Fig. 1: sequential cells grouped by signal name
The bar under the picture is 100 um long. Other sequential cells in the stronger grey, the rest of the logic in the fainter grey.
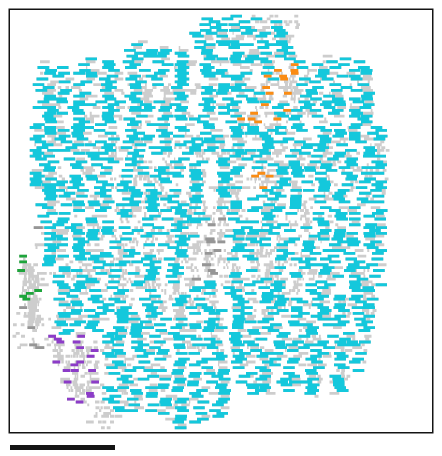
Fig. 2: routed clock nets over the placement
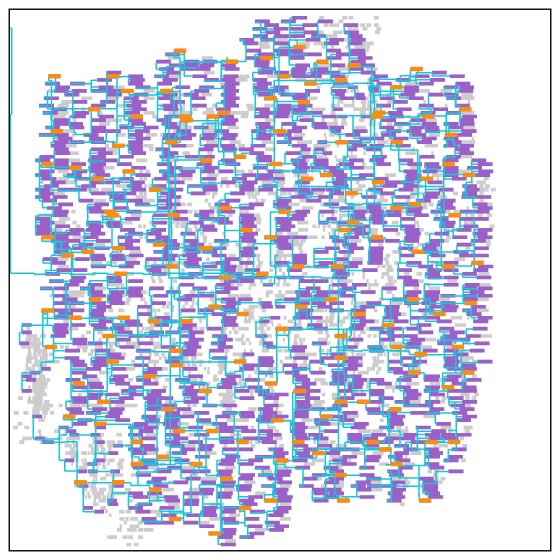
Fig. 3: clock wiring as the flow saved it
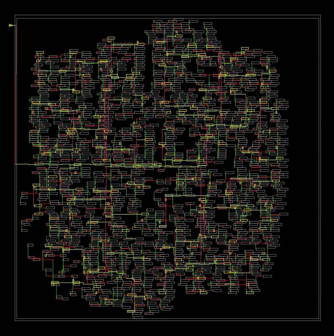
Fig. 4: placement by cell class
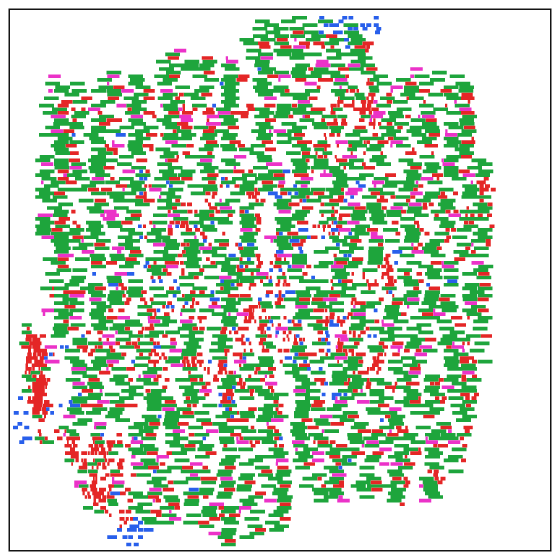
Fig. 5: cell sizes after repair
The bar under the picture is 100 um long.
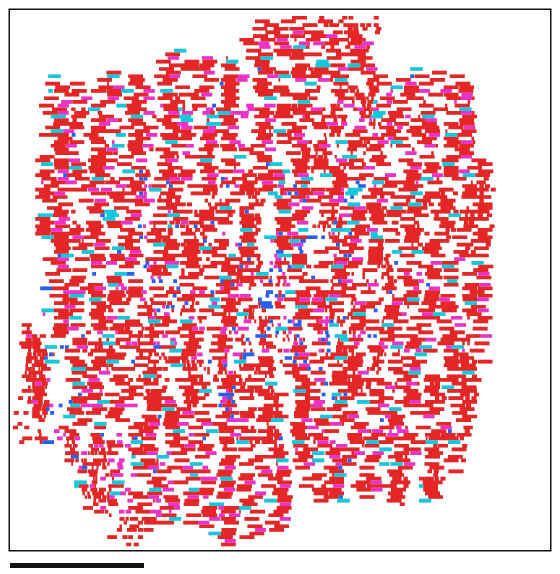
`config.mk`:
```
export PLATFORM = sky130hd
export DESIGN_NAME = fast_corner_collector
export DESIGN_NICKNAME = d
export VERILOG_FILES = /design/src/rtl/fast_pkg.sv /design/src/rtl/fast_corner_fifo.sv /design/src/rtl/fast_corner_collector.sv
export SDC_FILE = /design/constraint.sdc
export NUM_CORES = 2
export LEC_CHECK = 0
export CAP_MARGIN = 20
export CORE_MARGIN = 2
export CORE_UTILIZATION = 35
export CTS_CLUSTER_DIAMETER = 100
export DETAILED_ROUTE_END_ITERATION = 16
export HOLD_SLACK_MARGIN = 0.1
export PLACE_DENSITY = 0.51
export SYNTH_ARGS = -nofsm -noshare
export SYNTH_HDL_FRONTEND = slang
export SYNTH_HIERARCHICAL = 1
export SYNTH_SLANG_ARGS = --single-unit
```
`constraint.sdc`:
```
create_clock -name clk -period 5.3 [get_ports clk]
set_clock_uncertainty 0.15 [all_clocks]
set_input_delay 0.795 -clock clk [delete_from_list [all_inputs] [get_ports clk]]
set_output_delay 0.795 -clock clk [all_outputs]
set_load 0.02 [all_outputs]
```
`src/rtl/fast_pkg.sv`:
```
// Shared types and helpers for the FAST corner collector slice.
// Optional drop statistics are enabled with FAST_DROP_STATS_EN (see fast_corner_collector).
package fast_pkg;

    localparam int unsigned COORD_W = 10;
    localparam int unsigned CNT_W   = 20;

    typedef struct packed {
        logic                   eof;
        logic [2*COORD_W-1:0]   data;
    } corner_rec_t;

    function automatic logic is_last_pixel(input logic [31:0] x, input logic [31:0] y,
                                           input int unsigned cols, input int unsigned rows);
        return (x == cols - 1) && (y == rows - 1);
    endfunction

endpackage

```
`src/rtl/fast_corner_fifo.sv`:
```
// Synchronous first-word-fall-through FIFO of collector records.
// The output register counts toward the DEPTH capacity reported through o_free/o_full.
module fast_corner_fifo #(
    parameter int unsigned DEPTH = 64,
    parameter type         T     = fast_pkg::corner_rec_t,
    localparam int unsigned AW   = $clog2(DEPTH)
) (
    input  logic        clk,
    input  logic        rst,
    input  logic        i_push,
    input  T            i_data,
    input  logic        i_pop,
    output logic        o_valid,
    output T            o_data,
    output logic        o_full,
    output logic [AW:0] o_free
);

    T              r_mem [DEPTH];
    logic [AW-1:0] r_wr_ptr;
    logic [AW-1:0] r_rd_ptr;
    logic [AW:0]   r_mem_cnt;
    T              r_out;
    logic          r_out_valid;

    logic          w_pop;
    logic          w_load;
    logic [AW:0]   w_total;

    assign w_pop   = i_pop && r_out_valid;
    // Output register refills from storage one edge after a write lands there.
    assign w_load  = (r_mem_cnt != '0) && (!r_out_valid || w_pop);
    assign w_total = r_mem_cnt + {{AW{1'b0}}, r_out_valid};

    assign o_valid = r_out_valid;
    assign o_data  = r_out;
    assign o_full  = (w_total == (AW+1)'(DEPTH));
    assign o_free  = (AW+1)'(DEPTH) - w_total;

    always_ff @(posedge clk) begin
        if (i_push) begin
            r_mem[r_wr_ptr] <= i_data;
        end
    end

    always_ff @(posedge clk) begin
        if (rst) begin
            r_wr_ptr    <= '0;
            r_rd_ptr    <= '0;
            r_mem_cnt   <= '0;
            r_out       <= '0;
            r_out_valid <= 1'b0;
        end else begin
            if (i_push) begin
                r_wr_ptr <= r_wr_ptr + 1'b1;
            end
            if (w_load) begin
                r_out    <= r_mem[r_rd_ptr];
                r_rd_ptr <= r_rd_ptr + 1'b1;
            end
            case ({i_push, w_load})
                2'b10:   r_mem_cnt <= r_mem_cnt + 1'b1;
                2'b01:   r_mem_cnt <= r_mem_cnt - 1'b1;
                default: r_mem_cnt <= r_mem_cnt;
            endcase
            if (w_load) begin
                r_out_valid <= 1'b1;
            end else if (w_pop) begin
                r_out_valid <= 1'b0;
            end
        end
    end

endmodule

```
`src/rtl/fast_corner_collector.sv`:
```
// Sink of the FAST+NMS corner stream: buffers corners and appends one EOF count record per frame.
// Define FAST_DROP_STATS_EN to add the drop_cnt / last_drop_cnt statistics outputs.
module fast_corner_collector #(
    parameter int unsigned COL_NUM    = 640,
    parameter int unsigned ROW_NUM    = 480,
    parameter int unsigned COORD_W    = fast_pkg::COORD_W,
    parameter int unsigned FIFO_DEPTH = 64,
    parameter int unsigned CNT_W      = fast_pkg::CNT_W
) (
    input  logic                   clk,
    input  logic                   rst,
    input  logic                   ce,
    input  logic                   iscorner,
    input  logic [COORD_W-1:0]     x_coord,
    input  logic [COORD_W-1:0]     y_coord,
    output logic                   m_valid,
    input  logic                   m_ready,
    output logic [2*COORD_W-1:0]   m_data,
    output logic                   m_eof,
    output logic                   overflow
`ifdef FAST_DROP_STATS_EN
    ,
    output logic [15:0]            drop_cnt,
    output logic [15:0]            last_drop_cnt
`endif
);
    import fast_pkg::*;

    localparam int unsigned AW = $clog2(FIFO_DEPTH);

    typedef struct packed {
        logic                 eof;
        logic [2*COORD_W-1:0] data;
    } rec_t;

    logic             r_last_seen;
    logic             r_eof_pending;
    logic [CNT_W-1:0] r_cnt;
    logic             r_overflow;

    logic             w_is_last;
    logic             w_detect;
    logic             w_corner;
    logic             w_accept;
    logic             w_drop;
    logic             w_push;
    rec_t             w_push_rec;
    rec_t             w_out;
    logic             w_full;
    logic [AW:0]      w_free;

    assign w_is_last = is_last_pixel(32'(x_coord), 32'(y_coord), COL_NUM, ROW_NUM);
    assign w_detect  = ce && w_is_last && !r_last_seen;
    assign w_corner  = ce && iscorner;
    // The EOF write owns the cycle after detect; two free slots keep one spare for it.
    assign w_accept  = w_corner && !r_eof_pending && !w_full && (w_free >= (AW+1)'(2));
    assign w_drop    = w_corner && !w_accept;
    assign w_push    = w_accept || r_eof_pending;

    always_comb begin
        w_push_rec = '0;
        if (r_eof_pending) begin
            w_push_rec.eof  = 1'b1;
            w_push_rec.data = (2*COORD_W)'(r_cnt);
        end else begin
            w_push_rec.data = {y_coord, x_coord};
        end
    end

    fast_corner_fifo #(
        .DEPTH (FIFO_DEPTH),
        .T     (rec_t)
    ) u_fifo (
        .clk     (clk),
        .rst     (rst),
        .i_push  (w_push),
        .i_data  (w_push_rec),
        .i_pop   (m_ready),
        .o_valid (m_valid),
        .o_data  (w_out),
        .o_full  (w_full),
        .o_free  (w_free)
    );

    assign m_data   = w_out.data;
    assign m_eof    = w_out.eof;
    assign overflow = r_overflow;

    always_ff @(posedge clk) begin
        if (rst) begin
            r_last_seen   <= 1'b0;
            r_eof_pending <= 1'b0;
            r_cnt         <= '0;
            r_overflow    <= 1'b0;
        end else begin
            if (ce) begin
                r_last_seen <= w_is_last;
            end
            r_eof_pending <= w_detect;
            if (r_eof_pending) begin
                r_cnt      <= '0;
                r_overflow <= w_drop;
            end else begin
                if (w_accept && (r_cnt != '1)) begin
                    r_cnt <= r_cnt + 1'b1;
                end
                if (w_drop) begin
                    r_overflow <= 1'b1;
                end
            end
        end
    end

`ifdef FAST_DROP_STATS_EN
    logic [15:0] r_drop_cnt;
    logic [15:0] r_last_drop_cnt;

    assign drop_cnt      = r_drop_cnt;
    assign last_drop_cnt = r_last_drop_cnt;

    always_ff @(posedge clk) begin
        if (rst) begin
            r_drop_cnt      <= '0;
            r_last_drop_cnt <= '0;
        end else if (r_eof_pending) begin
            r_last_drop_cnt <= r_drop_cnt;
            r_drop_cnt      <= {15'd0, w_drop};
        end else if (w_drop && (r_drop_cnt != '1)) begin
            r_drop_cnt <= r_drop_cnt + 1'b1;
        end
    end
`endif

endmodule

```
==> results_slide.txt <==
Key Metrics from the Run

Outcome
  – Status: complete, no violations

Route
  – M1 wire length: 64270 um
  – DRC viols: 0
  – Routed len/inst: 29.16 um
  – Initial DRC Count: 3052
  – DR vias: 28280
  – Final wirelength: 151100 um
  – Avg Vias per Cell: 5.455
  – Top Metal Used: met4
  – Routed Antenna Nets: 0
  – DRT Pass-1 Iters: 5

Global routing
  – First-pass GRT wire length: 214900 um
  – Busiest grt layer: met2
  – Met2 Use GR: 0.3067
  – Grt total ovfl: 0
  – Initial antenna violation count: 7
  – Grt met3 use: 0.03035
  – Met1 GRT Util: 0.2561

Setup path
  – R2R Setup Slk: 0.32 ns
  – CP endpoint kind: register
  – Reg2reg end: u_fifo/r_mem_cnt[6]
  – WP buf/inv: 1
  – CP Launch Point: u_fifo/r_mem_cnt[0]
  – Crit path kind: register to register
  – Worst r2r src: u_fifo/r_mem_cnt[0]
  – WP data arrival: 5.48 ns
  – Worst path depth: 18
  – Worst Setup Start Kind: register
  – Critical-path maximum fanout: 5
  – Most common cell on crit path: ha_1
  – Worst setup endpoint: u_fifo/r_mem_cnt[6]
  – CP max stage delay: 0.47 ns
  – Delay-heaviest family, CP: simple AND/OR/NAND/NOR gates
  – CP max-delay cell: or4_1

Final timing
  – Fmax: 200.9 MHz
  – Final period util: 0.9392
  – Max Transition Viols Final: 0
  – Fin. Hold Viols: 0
  – Final worst slack: 0.3224 ns
  – Sum Neg Setup Slack: 0 ns
  – Final Critical Period: 4.978 ns
  – Hold WS: 0.2781 ns
  – Slew headroom: 0.1127
  – Final setup violation count: 0
  – Worst slew pin tran: 1.328 ns

Synth
  – Post-Syn Area per Cell: 19.57 um^2
  – Sequential area share after synthesis: 0.7528
  – Async set-or-reset flop fraction in the synthesized netlist: 0
  – Post-synth top cells: 1344 x edfxtp_1, 232 x mux4_2, 192 x mux2i_1
  – Area leader, netlist: edfxtp_1
  – Synth top cell by count: edfxtp_1
  – Top cells by area: edfxtp_1 73%, mux4_2 9.4%, mux2i_1 3.5%
  – Synth Register Bits: 1408
  – XOR Share, Synth: 0.004275
  – Ao+oa area frac: 0.04993
  – Synth top area share: 0.7297
  – Yosys Chip Area: 55310 um^2
  – Post-synth top flop: edfxtp_1
  – Ys Warns: 6
  – Synth unique cells: 69
  – Mux share: 0.1463
  – Adders+Majority by Area: 0.003077
  – Synth Instances: 2827

Place
  – Post-Place Worst Slack: 0.2428 ns
  – DP Area: 59030 um^2
  – DP HPWL: 94640 um
  – Cells after DPL: 4917
  – GP Congestion: 0.8523

Final layout
  – Post-route cell area: 63780 um^2
  – Most instantiated logic cells after routing: 1344 x edfxtp_1, 232 x mux4_2, 192 x mux2i_1, 153 x clkbuf_16, 135 x buf_4
  – N_diodes: 2
  – Area grow syn2layout: 15.32%
  – Comb. cell area: 12940 um^2
  – Comb_multi_in: 1241
  – Most frequent logic cell in the layout: edfxtp_1
  – NonClk Buf Share: 0.02884
  – Fill count: 13710
  – Number of flip-flops in the largest register: 1344
  – Comb area share: 0.2030
  – Layout cells sized above 1: 0.2517
  – Nets: 3048
  – Clock-cell share of area: 0.07392
  – Cell class ranked first by area: flip-flops and latches
  – Non-CTS buffers: 201

Pwr
  – Switching portion of total power: 0.2789
  – Gate power share: 0.208
  – PwrDens: 451.8 nW/um^2
  – Seq group: 0.0127 W
  – Comb power: 0.00599 W
  – Total power draw: 0.02882 W
  – Leakage power: 19.69 nW
  – Peak supply drop: 0.0002869 V
  – Total internal power: 0.02078 W
  – Main power group: sequential cells
  – Flop pwr share: 0.440

Clock tree
  – Root buf cell: clkbuf_16
  – Post-CTS setup buffer count: 0
  – Max Root-Sink Buffers: 3
  – Hold-fix buffers at CTS: 0
  – CTS H-tree lvls: 4
  – CTS sink cnt: 1408
  – Reg clk slew, reported paths: 0.06 ns

Floorplanning
  – Die span in y: 401.5 um
  – Tap cells: 2058
  – Number of I/O pins: 48
  – FP Rows: 145
  – Die width: 401.5 um
  – FP Core Util: 0.3533
  – Core box area: 156600 um^2

Job
  – Max Cap Violations: 0
  – Tool warnings: 30

Hold path
  – Hold Path Depth: 1
  – Hold crit path type: register to register
Back to the opening pictures, Fig. 1:
Green shows u_fifo/r_mem_cnt, placed flops 7. Cyan shows u_fifo/r_mem, placed flops 1344, where all over the die. Purple shows r_cnt, placed flops 20, where lower left. Orange shows u_fifo/o_data, placed flops 21, where top centre.
final core utilization: 0.4074
register area: 41660 um^2
Seq/total area: 0.6532

Back to the opening pictures, Fig. 2:
Purple shows flip-flops, count 1408. Orange shows clock-net drivers, count 147. Cyan shows clock wires, length 16700 um.
Position of the flops: all over the die. There are 148 routed clock nets.
Latency at later pin: 0.78 ns
Power Clock: 0.0101 W
clock share of power: 0.352

Back to the opening pictures, Fig. 3:
seq_cells: 1408
clock buffer count: 185

Back to the opening pictures, Fig. 4:
Blue shows remaining buffers and delay cells, cells 201. Red shows remaining logic cells, cells 1252. Green shows sequential cells, cells 1408. Magenta shows clock drivers and dummy loads, cells 262.

Back to the opening pictures, Fig. 5:
Red shows x1 and smaller, cells 2337, share 75%. Blue shows x3 and x4, cells 156, share 5.0%. Magenta shows x2, cells 432, share 14%. Cyan shows x6 and larger, cells 198, share 6.3%.

Power is estimated from default activity; no workload was simulated.
